$ cat config.mk
export PLATFORM = sky130hd
export DESIGN_NAME = udp_send_flat
export DESIGN_NICKNAME = d
export VERILOG_FILES = /design/src/rtl/udp_send_if.sv /design/src/rtl/udp_send.sv /design/src/flat_wrapper.sv
export SDC_FILE = /design/constraint.sdc
export NUM_CORES = 1
export LEC_CHECK = 0
export CORE_MARGIN = 2
export CORE_UTILIZATION = 25
export CTS_CLUSTER_SIZE = 12
export DETAILED_ROUTE_END_ITERATION = 7
export GPL_ROUTABILITY_DRIVEN = 1
export SLEW_MARGIN = 10
export SYNTH_ARGS = -nofsm -noshare
export SYNTH_HDL_FRONTEND = slang
export SYNTH_SLANG_ARGS = --single-unit
$ cat constraint.sdc
create_clock -name clock -period 4.9 [get_ports clock]
set_clock_uncertainty 0.2 [all_clocks]
set_input_delay 0.98 -clock clock [delete_from_list [all_inputs] [get_ports clock]]
set_output_delay 0.98 -clock clock [all_outputs]
set_load 0.05 [all_outputs]
$ cat src/rtl/udp_send_if.sv
// Request, transmit and payload-source signals of the UDP framer.
// master: the side issuing requests and pulling bytes; slave: the framer itself.
interface udp_send_if;
  logic        send_req;
  logic [10:0] payload_len;
  logic [15:0] src_port;
  logic [15:0] dst_port;
  logic        busy;
  logic [15:0] udp_length;
  logic        tx_enable;
  logic [7:0]  data_out;
  logic        payload_rd;
  logic [7:0]  payload_data;
  logic        done;

  modport master (
    output send_req, payload_len, src_port, dst_port, tx_enable, payload_data,
    input  busy, udp_length, data_out, payload_rd, done
  );

  modport slave (
    input  send_req, payload_len, src_port, dst_port, tx_enable, payload_data,
    output busy, udp_length, data_out, payload_rd, done
  );
endinterface

$ cat src/rtl/udp_send.sv
// Transmit-side UDP framer: latches a request, emits the 8-byte header and
// then streams show-ahead payload bytes, one byte per enabled cycle.
module udp_send #(
  parameter int unsigned MAX_LEN = 1472
) (
  input  logic       clock,
  input  logic       reset,
  udp_send_if.slave  bus
);

  typedef enum logic [1:0] {StIdle, StHeader, StPayload} state_e;

  localparam logic [10:0] MaxLen = 11'(MAX_LEN);

  state_e      state_q, state_d;
  logic [10:0] byte_no_q, byte_no_d;
  logic [10:0] len_q, len_d;
  logic [15:0] src_q, src_d;
  logic [15:0] dst_q, dst_d;
  logic [15:0] udp_length_q, udp_length_d;
  logic        started_q, started_d;
  logic        done_q, done_d;
  logic [10:0] len_clamped;

  assign len_clamped = (bus.payload_len > MaxLen) ? MaxLen : bus.payload_len;

  // Next-state: request latch, byte counting, completion and abort.
  always_comb begin
    state_d      = state_q;
    byte_no_d    = byte_no_q;
    len_d        = len_q;
    src_d        = src_q;
    dst_d        = dst_q;
    udp_length_d = udp_length_q;
    started_d    = started_q;
    done_d       = 1'b0;
    unique case (state_q)
      StIdle: begin
        if (bus.send_req) begin
          len_d        = len_clamped;
          src_d        = bus.src_port;
          dst_d        = bus.dst_port;
          udp_length_d = {5'b0, len_clamped} + 16'd8;
          byte_no_d    = 11'd0;
          started_d    = 1'b0;
          state_d      = StHeader;
        end
      end
      StHeader: begin
        if (bus.tx_enable) begin
          byte_no_d = byte_no_q + 11'd1;
          started_d = 1'b1;
          if (byte_no_q == 11'd7) begin
            if (len_q == 11'd0) begin
              state_d = StIdle;
              done_d  = 1'b1;
            end else begin
              state_d = StPayload;
            end
          end
        end else if (started_q) begin
          // A gap after the first byte means the IP layer gave up.
          state_d = StIdle;
        end
      end
      StPayload: begin
        if (bus.tx_enable) begin
          byte_no_d = byte_no_q + 11'd1;
          started_d = 1'b1;
          if (byte_no_q == len_q + 11'd7) begin
            state_d = StIdle;
            done_d  = 1'b1;
          end
        end else if (started_q) begin
          state_d = StIdle;
        end
      end
      default: state_d = StIdle;
    endcase
  end

  // State and latched request registers.
  always_ff @(posedge clock or posedge reset) begin
    if (reset) begin
      state_q      <= StIdle;
      byte_no_q    <= 11'd0;
      len_q        <= 11'd0;
      src_q        <= 16'h0000;
      dst_q        <= 16'h0000;
      udp_length_q <= 16'h0000;
      started_q    <= 1'b0;
      done_q       <= 1'b0;
    end else begin
      state_q      <= state_d;
      byte_no_q    <= byte_no_d;
      len_q        <= len_d;
      src_q        <= src_d;
      dst_q        <= dst_d;
      udp_length_q <= udp_length_d;
      started_q    <= started_d;
      done_q       <= done_d;
    end
  end

  // Zero-latency byte mux and payload read strobe.
  always_comb begin
    bus.data_out   = 8'h00;
    bus.payload_rd = 1'b0;
    unique case (state_q)
      StHeader: begin
        unique case (byte_no_q[2:0])
          3'd0:    bus.data_out = src_q[15:8];
          3'd1:    bus.data_out = src_q[7:0];
          3'd2:    bus.data_out = dst_q[15:8];
          3'd3:    bus.data_out = dst_q[7:0];
          3'd4:    bus.data_out = udp_length_q[15:8];
          3'd5:    bus.data_out = udp_length_q[7:0];
          default: bus.data_out = 8'h00;  // checksum unused
        endcase
      end
      StPayload: begin
        bus.data_out   = bus.payload_data;
        bus.payload_rd = bus.tx_enable;
      end
      default: ;
    endcase
  end

  assign bus.busy       = (state_q != StIdle);
  assign bus.udp_length = udp_length_q;
  assign bus.done       = done_q;

endmodule

$ cat src/flat_wrapper.sv
// flat-port wrapper written by rule: the top's interface ports become plain ports
module udp_send_flat 
#(
  parameter int unsigned MAX_LEN = 1472
)
  (clock, reset, bus_send_req, bus_payload_len, bus_src_port, bus_dst_port, bus_tx_enable, bus_payload_data, bus_busy, bus_udp_length, bus_data_out, bus_payload_rd, bus_done);
  udp_send_if bus_i ();
  input  logic clock;
  input  logic reset;
  input wire logic [$bits(bus_i.send_req)-1:0] bus_send_req;
  input wire logic [$bits(bus_i.payload_len)-1:0] bus_payload_len;
  input wire logic [$bits(bus_i.src_port)-1:0] bus_src_port;
  input wire logic [$bits(bus_i.dst_port)-1:0] bus_dst_port;
  input wire logic [$bits(bus_i.tx_enable)-1:0] bus_tx_enable;
  input wire logic [$bits(bus_i.payload_data)-1:0] bus_payload_data;
  output wire logic [$bits(bus_i.busy)-1:0] bus_busy;
  output wire logic [$bits(bus_i.udp_length)-1:0] bus_udp_length;
  output wire logic [$bits(bus_i.data_out)-1:0] bus_data_out;
  output wire logic [$bits(bus_i.payload_rd)-1:0] bus_payload_rd;
  output wire logic [$bits(bus_i.done)-1:0] bus_done;
  assign bus_i.send_req = bus_send_req;
  assign bus_i.payload_len = bus_payload_len;
  assign bus_i.src_port = bus_src_port;
  assign bus_i.dst_port = bus_dst_port;
  assign bus_i.tx_enable = bus_tx_enable;
  assign bus_i.payload_data = bus_payload_data;
  assign bus_busy = bus_i.busy;
  assign bus_udp_length = bus_i.udp_length;
  assign bus_data_out = bus_i.data_out;
  assign bus_payload_rd = bus_i.payload_rd;
  assign bus_done = bus_i.done;
  udp_send #(.MAX_LEN(MAX_LEN)) u_core (.clock(clock), .reset(reset), .bus(bus_i));
endmodule
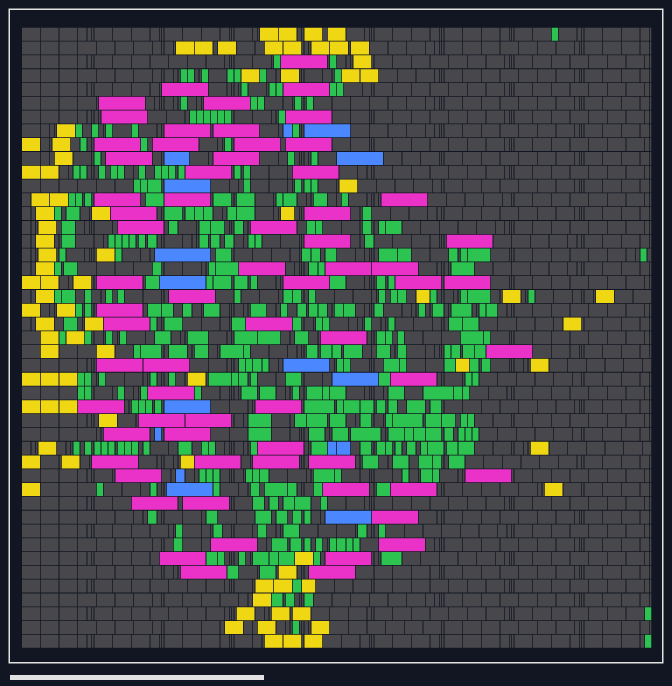
Figure 1: run 1, placed cells, one color a class.
Bar = 50 um. Fill, decap, tap and diode cells in gray.
[magenta] flip-flops | cells: 67 | share of their area: 35%
[green] all other logic | cells: 367 | share of their area: 42%
[yellow] other buffers and delay cells | cells: 82 | share of their area: 17%
[blue] clock drivers and dummy loads | cells: 16 | share of their area: 6.1%
register share of the cell area: 0.331
finished layout cell area: 0.00507 mm2
row count: 45
fin util: 0.333
CORE AREA: 0.0152 mm2

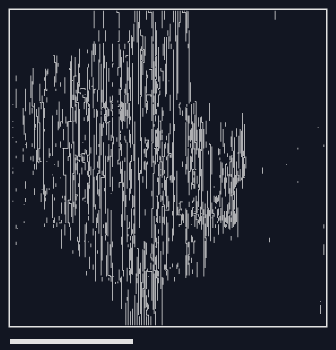
Figure 2: run 1, met2 routing.
Bar = 50 um.
wire length on this layer: 5210 um
share of all routed wire: 47%
longest straight run: 75.5 um

==> metrics.cfg, run 1 <==
[status]
status=completed

[worst_setup_path]
slowest_stage=dfrtp_1
r2r-end=u_core.state_q[1]
rrSetupSlack_ps=2330
worstPathMaxFanout=20
cp.arrival_ps=3120
critical_path_buf_inv_count=2
critPathCaptureType=output port
rr_worst_depth=8

[place]
dp_slack_ps=977

[timing]
rsz0062_at_grt=no
relSlewSlack=0.265
fmaxAchievable_mhz=232
layout_min_cycle_time_ps=4300

[clock_tree]
postCtsSetupRepairBufs=0
htreeDepth=3
cts_resized=0

[route]
wl_um=11200
detail_route.wl_per_cell_um=15.5
drc=0

[floorplan]
pin_count=82
dieArea_mm2=0.0165
die_w_um=129

[power]
cellPowerDensity_mw_per_mm2=620
cellLeakagePower_uw=0.00222
p_sw_uw=1410
clock_power_share=0.204

[logic_synthesis]
ys_area_mm2=0.00388
ys_warn_count=0
syn_inst=465
yosysUniqueCellTypes=53

[final_layout]
area_growth_pct=30.7
drive_above_1_share=0.0639
final_nets=594
final_cell_mix=139 x nand2_1, 77 x clkdlybuf4s50_1, 67 x dfrtp_1

[global_routing]
grt.total_usage=0.144
grt_pass1_vias=3638
grt_max_degree=50

[min_path]
hold_class=flip-flop to flip-flop

[job]
warning_count=33

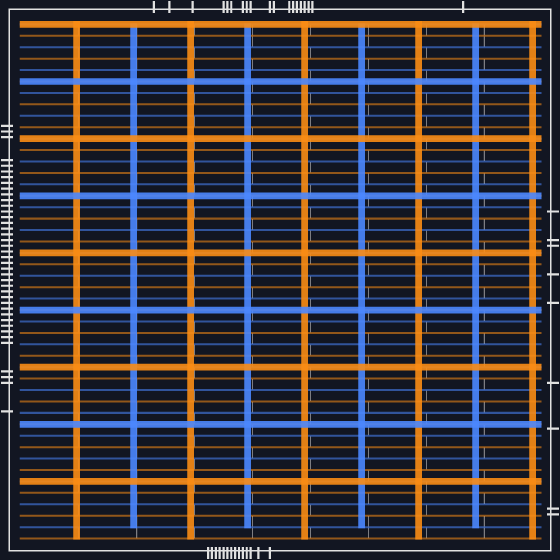
Figure 3: run 1, supply network.
Pins as bars on the die edge. Tap cells in gray.
[blue] VDD
[orange] VSS
met1 rails: 46
signal pins: 82

-- run 1: registers in the layout, indices dropped and copies added (netlist names) --
signal                 cells
u_core.bus.done            1
u_core.bus.udp_length      9
u_core.byte_no_q          11
u_core.dst_q              16
u_core.len_q              11
u_core.src_q              16
u_core.started_q           1
u_core.state_q             2
-- run 1: power groups by stage --
stage | Clock [uW] | Sequential, uW | Combinational (uW)
final | 642 | 1060 | 1440
after global routing | 679 | 1100 | 1600
after CTS | 653 | 1070 | 1450
after detailed placement | 0 | 1070 | 1440
after global placement | 0 | 1080 | 1420
after floorplan | 0 | 1050 | 982
-- run 1: area by class of cell --
| class | instances | area, um2 |
|---|---|---|
| Sequential cell | 67 | 1680 |
| Inverter | 14 | 52.6 |
| Clock inverter | 5 | 52.6 |
| Multi-Input combinational cell | 353 | 2000 |
| Timing Repair Buffer | 82 | 808 |
| Tap cell | 188 | 235 |
| Fill cell | 1585 | 10100 |
| Clock buffer | 11 | 243 |
-- run 1: cell usage after synthesis, drive strengths merged, types with 3 or more instances --
master,number
a21oi,13
a221oi,3
a222oi,3
a22o,4
a22oi,15
a31oi,4
a32o,5
a41oi,3
and2,5
and3,4
buf,13
clkbuf,21
dfrtp,67
ha,12
inv,14
mux2,4
mux2i,3
nand2,139
nand3,15
nor2,30
nor2b,4
nor3,9
nor4,6
o21ai,25
xnor2,9
xor2,11
-- run 1: worst min-delay path, delay by kind of cell (launching register included) --
kind          cells  cell delay [ps]
simple gates      2              100
flops             1              340
-- run 1: per-stage QoR --
step	cell area (um2)	cells	power (uW)	hold slack (ps)
5_1_grt	5070	720	3380	299
3_3_place_gp	4770	704	2500	262
6_report	5070	720	3140	276
2_1_floorplan	3890	468	2040	242
3_5_place_dp	4770	704	2510	265
4_1_cts	5070	720	3170	278
-- run 1: metal layers --
| layer | vias up | track usage | part of all wire |
|---|---|---|---|
| li1 | 1698 | - | - |
| met4 | 0 | 0.0735 | 0.031 |
| met1 | 1673 | 0.187 | 0.44 |
| met2 | 115 | 0.229 | 0.47 |
| met5 | - | 0 | 0 |
| met3 | 21 | 0.0287 | 0.060 |
-- run 1: how the worst max path moves through the flow --
stage | start | end | slack, ps | cells past startpoint
6_report | u_core.byte_no_q[2] | bus_data_out[1] | 600 | 7
5_1_grt | u_core.byte_no_q[2] | bus_data_out[6] | 380 | 8
4_1_cts | u_core.byte_no_q[2] | bus_data_out[1] | 590 | 7
3_5_place_dp | u_core.byte_no_q[2] | bus_data_out[1] | 980 | 7
3_3_place_gp | u_core.byte_no_q[2] | bus_data_out[1] | 1030 | 7
2_1_floorplan | u_core.byte_no_q[1] | bus_data_out[3] | 1670 | 7
-- run 1: kinds of logic (layout without fill, tap and decap cells) --
| kind of cell | Yosys count | count (layout) | share of synthesized area |
|---|---|---|---|
| AND-OR/OR-AND | 86 | 86 | 0.156 |
| AND/OR/NAND/NOR | 224 | 224 | 0.249 |
| other | 1 | 4 | 0.000967 |
| flip-flops | 67 | 67 | 0.432 |
| multiplexers | 7 | 7 | 0.0194 |
| XOR/XNOR | 20 | 20 | 0.0491 |
| buffers and inverters | 48 | 112 | 0.0549 |
| adder cells (fa/ha/maj) | 12 | 12 | 0.0387 |
Figure 4. Cell placement (run 1).
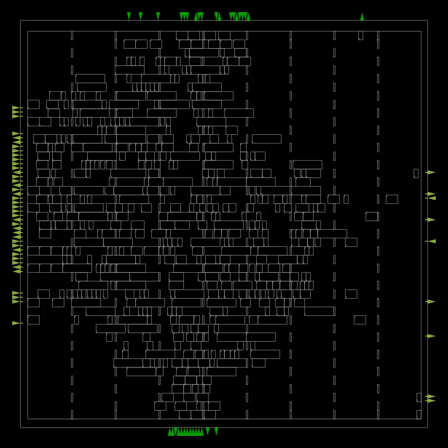

==> run 2, diff against run 1 <==
CORE_ASPECT_RATIO = 1.75   (was not set)
CORE_MARGIN = not set   (was 2)
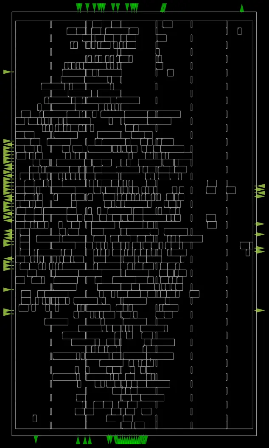
Figure 5: run 2, cell placement.
Layout Cells excl Fill: 714
row count: 59

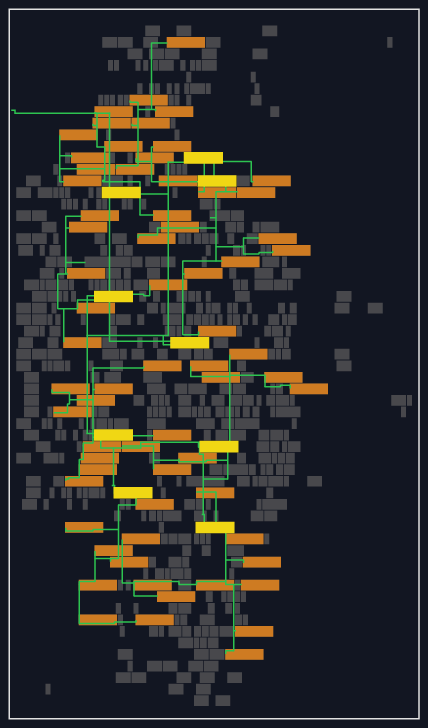
Figure 6: run 2, routed clock nets over the placement.
[orange] flip-flops | count: 67
[green] clock wires | length: 977 um
[yellow] cells driving clock nets | count: 9
routed clock nets: 10
P_clk: 659 uW
Clock Power Share: 0.208
clk_lat worst skew: 330 ps

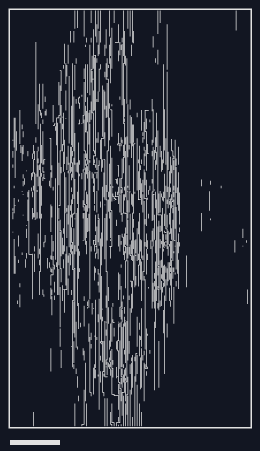
Figure 7: run 2, met2 routing.
Bar = 20 um.
wire length on this layer: 6330 um
main direction: vertical
longest straight run: 68.7 um
nets with wire on the layer: 478
final WL: 11500 um
GR Layer Usage met2: 0.271
DR vias: 3541

==> run 2 against run 1 <==
Clock power grew 3%. Area after synthesis unchanged. Largest power group unchanged. Die size down 3.0%. First-iteration DRC count up 33%. Routed wire length increased by 3.5%. Highest routed layer unchanged. Worst hold slack lost 3.3 ps. Critical path type unchanged.
==> metrics.cfg, run 2 <==
[route]
drc=0
detail_route.wl_per_cell_um=16.2
drt_pass1_iterations=4

[final_layout]
utilization=0.339
final_nets=595
final_cell_mix=139 x nand2_1, 77 x clkdlybuf4s50_1, 67 x dfrtp_1
largestRegisters=u_core.dst_q (16), u_core.src_q (16)
drive_above_1_share=0.0659
antenna_cells=0
area_growth_pct=30.9

[logic_synthesis]
common_cells=139 x nand2_1, 67 x dfrtp_1, 30 x nor2_1
ys_area_mm2=0.00388
ys_warn_count=0
ys_ff=67
yosysUniqueCellTypes=53

[timing]
setup_slack_ps=617
layout_min_cycle_time_ps=4280
fmaxAchievable_mhz=233
relSlewSlack=0.456

[global_routing]
grt_max_degree=43
grt.total_usage=0.152
busiest_layer=met2
grt_use_met3=0.0274
overflow=0
gr-usage-met1=0.161

[worst_setup_path]
slowest_stage=clkdlybuf4s50_1
cp.arrival_ps=3100
worstPathMaxFanout=20
cp.required_ps=3720
critPathCaptureType=output port

[power]
cellLeakagePower_uw=0.00223
finalPower_uw=3170
cellPowerDensity_mw_per_mm2=625

[job]
warning_count=33

[status]
status=completed

[clock_tree]
cts_tree=yes
htreeDepth=3
postCtsSetupRepairBufs=0
cts_resized=0

[floorplan]
core-area_mm2=0.0150
pin_count=82
dieArea_mm2=0.0160
die_w_um=96.1

[min_path]
hold_class=flip-flop to flip-flop

[place]
dp_slack_ps=1000

run 2: through the flow:
stage,area (um2),hold WS (ps),instances
after CTS,5080,278,714
after global placement,4770,262,700
after floorplan,3890,242,468
after global routing,5080,286,714
after detailed placement,4770,265,700
final,5080,273,714
run 2: logic make-up (layout without fill, tap and decap cells):
family,Yosys count,after routing,synth area share
adders and majority gates,12,12,0.0387
and+or+nand+nor,224,224,0.249
other,1,4,0.000967
buffers and inverters,48,111,0.0549
DFF,67,67,0.432
muxes,7,7,0.0194
AOI/OAI and AO/OA,86,86,0.156
xor gates and xnor gates,20,20,0.0491
run 2: final cells by class:
class	instances	area [um2]
Clock inverter	2	35.0
Multi-Input combinational cell	353	2000
Fill cell	1511	9910
Sequential cell	67	1680
Timing Repair Buffer	83	816
Clock buffer	12	267
Inverter	14	52.6
Tap cell	183	229
run 2: critical path: cells and delay by family, from the launching register on:
family | cells | cell delay [ps]
adder cells (fa/ha/maj) | 1 | 360
AND/OR/NAND/NOR | 1 | 60
flip-flops | 1 | 690
AND-OR/OR-AND | 3 | 680
buffers and inverters | 2 | 980
run 2: worst paths after layout:
kind | start | cells after the start | slack, ps | endpoint
max | u_core.byte_no_q[2] | 7 | 620 | bus_data_out[1]
min | u_core.dst_q[9] | 2 | 270 | u_core.dst_q[9]
max reg2reg | u_core.byte_no_q[2] | 6 | 2400 | u_core.state_q[1]
min reg2reg | u_core.dst_q[9] | 2 | 270 | u_core.dst_q[9]
max in group asynchronous | reset | 3 | 2680 | u_core.byte_no_q[2]
min in group asynchronous | reset | 2 | 920 | u_core.bus.udp_length[8]
run 2: power by group:
part | total [uW] | internal [uW] | switching (uW)
sequential | 1090 | 792 | 294
clock | 659 | 429 | 230
combinational | 1430 | 542 | 884
total | 3170 | 1760 | 1410
run 2: metal layers:
layer	vias to the layer above	share of wire
met5	-	0
met2	120	0.55
met1	1692	0.37
met4	0	0.043
li1	1701	-
met3	28	0.044
==> run 3, diff against run 2 <==
CAP_MARGIN = 20   (was not set)
SLEW_MARGIN = not set   (was 10)
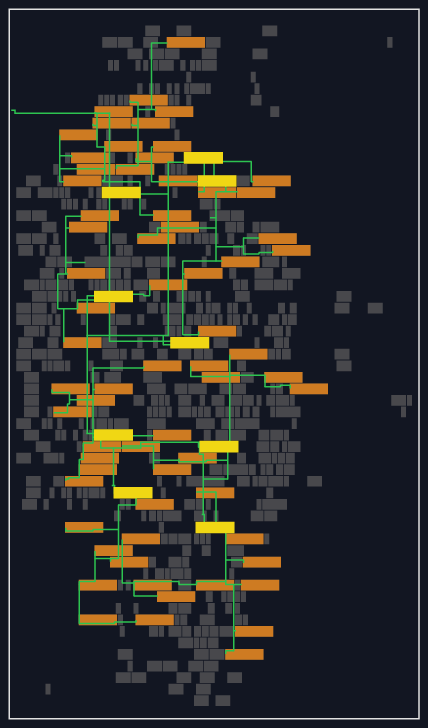
Figure 8: run 3, routed clock nets over the placement.
[yellow] cells driving clock nets | count: 9
[green] clock wires | length: 977 um
[orange] flip-flops | count: 67
routed clock nets: 10

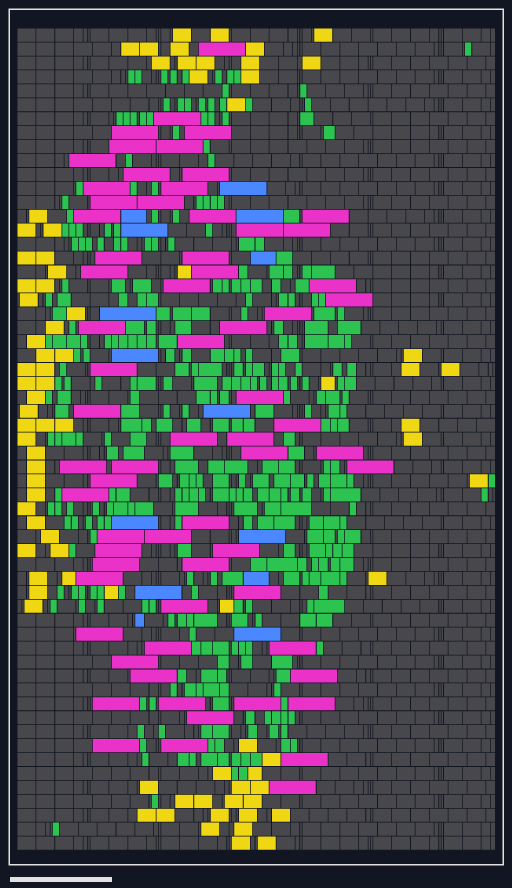
Figure 9: run 3, placed cells, one color a class.
Bar = 20 um. Fill, decap, tap and diode cells in gray.
[magenta] flip-flops | cells: 67 | share of their area: 35%
[yellow] other buffers and delay cells | cells: 83 | share of their area: 17%
[blue] clock drivers and dummy loads | cells: 14 | share of their area: 6.2%
[green] all other logic | cells: 367 | share of their area: 42%

==> run 3 against run 2 <==
Non-clock buffer count stayed put. Sequential cell count stayed put. Synthesized cell count stayed put. Clock-buffer cell count stayed put. Global-route usage stayed put. Cell count stayed put. Fmax stayed put. Worst hold slack stayed put. Register-to-register slack hardly changed. Combinational power hardly changed. Critical path depth stayed put. Critical endpoint unchanged. Highest routed layer unchanged.
==> metrics.cfg, run 3 <==
[logic_synthesis]
ys_warn_count=0
yosysUniqueCellTypes=53
ys_ff=67
syn_inst=465
synthTopCellsByArea=dfrtp_1 43%, nand2_1 13%, ha_1 3.9%
yosysMostFrequentCell=nand2_1
ys_area_mm2=0.00388

[timing]
rsz0062_at_grt=no
fmaxAchievable_mhz=233
layout_min_cycle_time_ps=4280
hold_ws_ps=273

[clock_tree]
cts_resized=0
cts_tree=yes
htreeDepth=3
clk_latency_ps=330

[global_routing]
overflow=0
grt_max_degree=43
grt.total_usage=0.152

[final_layout]
final_cell_mix=139 x nand2_1, 77 x clkdlybuf4s50_1, 67 x dfrtp_1
utilization=0.339
largestRegisters=u_core.dst_q (16), u_core.src_q (16)
antenna_cells=0
area_growth_pct=30.9
drive_above_1_share=0.0659

[min_path]
hp-start=u_core.dst_q[9]
min_delay_path_depth=2
hold_class=flip-flop to flip-flop
whs_endpoint=u_core.dst_q[9]

[worst_setup_path]
slowest_stage=clkdlybuf4s50_1
r2r-end=u_core.state_q[1]
rr_worst_depth=6
r2r-start=u_core.byte_no_q[2]
cp.required_ps=3720
worstPathMaxFanout=20
critPathCaptureType=output port
cp.arrival_ps=3100
rrSetupSlack_ps=2400

[route]
detail_route.wl_per_cell_um=16.2
drc=0
drt_pass1_iterations=4
wl_um=11500
routed-via-count=3541

[power]
cellPowerDensity_mw_per_mm2=625
cellLeakagePower_uw=0.00223

[job]
warning_count=33

[place]
dp_slack_ps=1000
place_inst=700

[floorplan]
core-area_mm2=0.0150
pin_count=82
die_w_um=96.1
std_cell_rows=59
dieArea_mm2=0.0160

[status]
status=completed

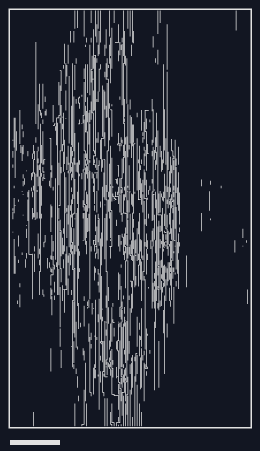
Figure 10: run 3, met2 routing.
Bar = 20 um.
main direction: vertical
wire length on this layer: 6330 um
longest straight run: 68.7 um
nets with wire on the layer: 478
share of all routed wire: 55%

-- run 3: cell counts in the layout (fill, tap and decap cells not counted) --
Identical to the previous run, type by type.
-- run 3: layout make-up --
type / instances / area (um2)
multi-input cells: 353 / 2000
flip-flops and latches: 67 / 1680
well taps: 183 / 229
clock buffers: 12 / 267
inverters: 14 / 52.6
fillers: 1511 / 9910
clock inverters: 2 / 35.0
repair buffers: 83 / 816
-- run 3: worst max-delay path by stage --
stage                              startpoint         endpoint  slack [ps]
after detailed placement  u_core.byte_no_q[2]  bus_data_out[1]        1000
after global placement    u_core.byte_no_q[2]  bus_data_out[1]        1060
after floorplan           u_core.byte_no_q[1]  bus_data_out[3]        1670
after global routing      u_core.byte_no_q[2]  bus_data_out[6]         490
final                     u_core.byte_no_q[2]  bus_data_out[1]         620
after CTS                 u_core.byte_no_q[2]  bus_data_out[1]         630
-- run 3: cells by family (layout without fill, tap and decap cells) --
family / count (synthesis) / after routing / synth area share
other cells: 1 / 4 / 0.000967
buf+inv: 48 / 111 / 0.0549
flops: 67 / 67 / 0.432
compound gates: 86 / 86 / 0.156
xor+xnor: 20 / 20 / 0.0491
fa+ha+maj: 12 / 12 / 0.0387
mux: 7 / 7 / 0.0194
simple gates: 224 / 224 / 0.249
-- run 3: worst max-delay path: cells and delay by family, from the launching register on --
family,cells,cell delay [ps]
compound gates,3,680
fa+ha+maj,1,360
buf+inv,2,980
flops,1,690
simple gates,1,60
-- run 3: routing by layer --
metal | track usage | vias to the layer above | wire (um)
li1 | - | 1701 | -
met1 | 0.161 | 1692 | 4220
met2 | 0.271 | 120 | 6330
met3 | 0.0274 | 28 | 506
met4 | 0.0896 | 0 | 491
met5 | 0 | - | 0
-- run 3: stage by stage --
stage | area, um2 | total power, uW
floorplan | 3890 | 2040
global placement | 4770 | 2490
detailed placement | 4770 | 2520
CTS | 5080 | 3200
global route | 5080 | 3370
finish | 5080 | 3170
-- run 3: report_power, final --
group | total (uW) | internal (uW) | switching [uW]
combinational | 1430 | 542 | 884
clock | 659 | 429 | 230
sequential | 1090 | 792 | 294
No activity file was given, so power comes from the tool's default toggle rates.
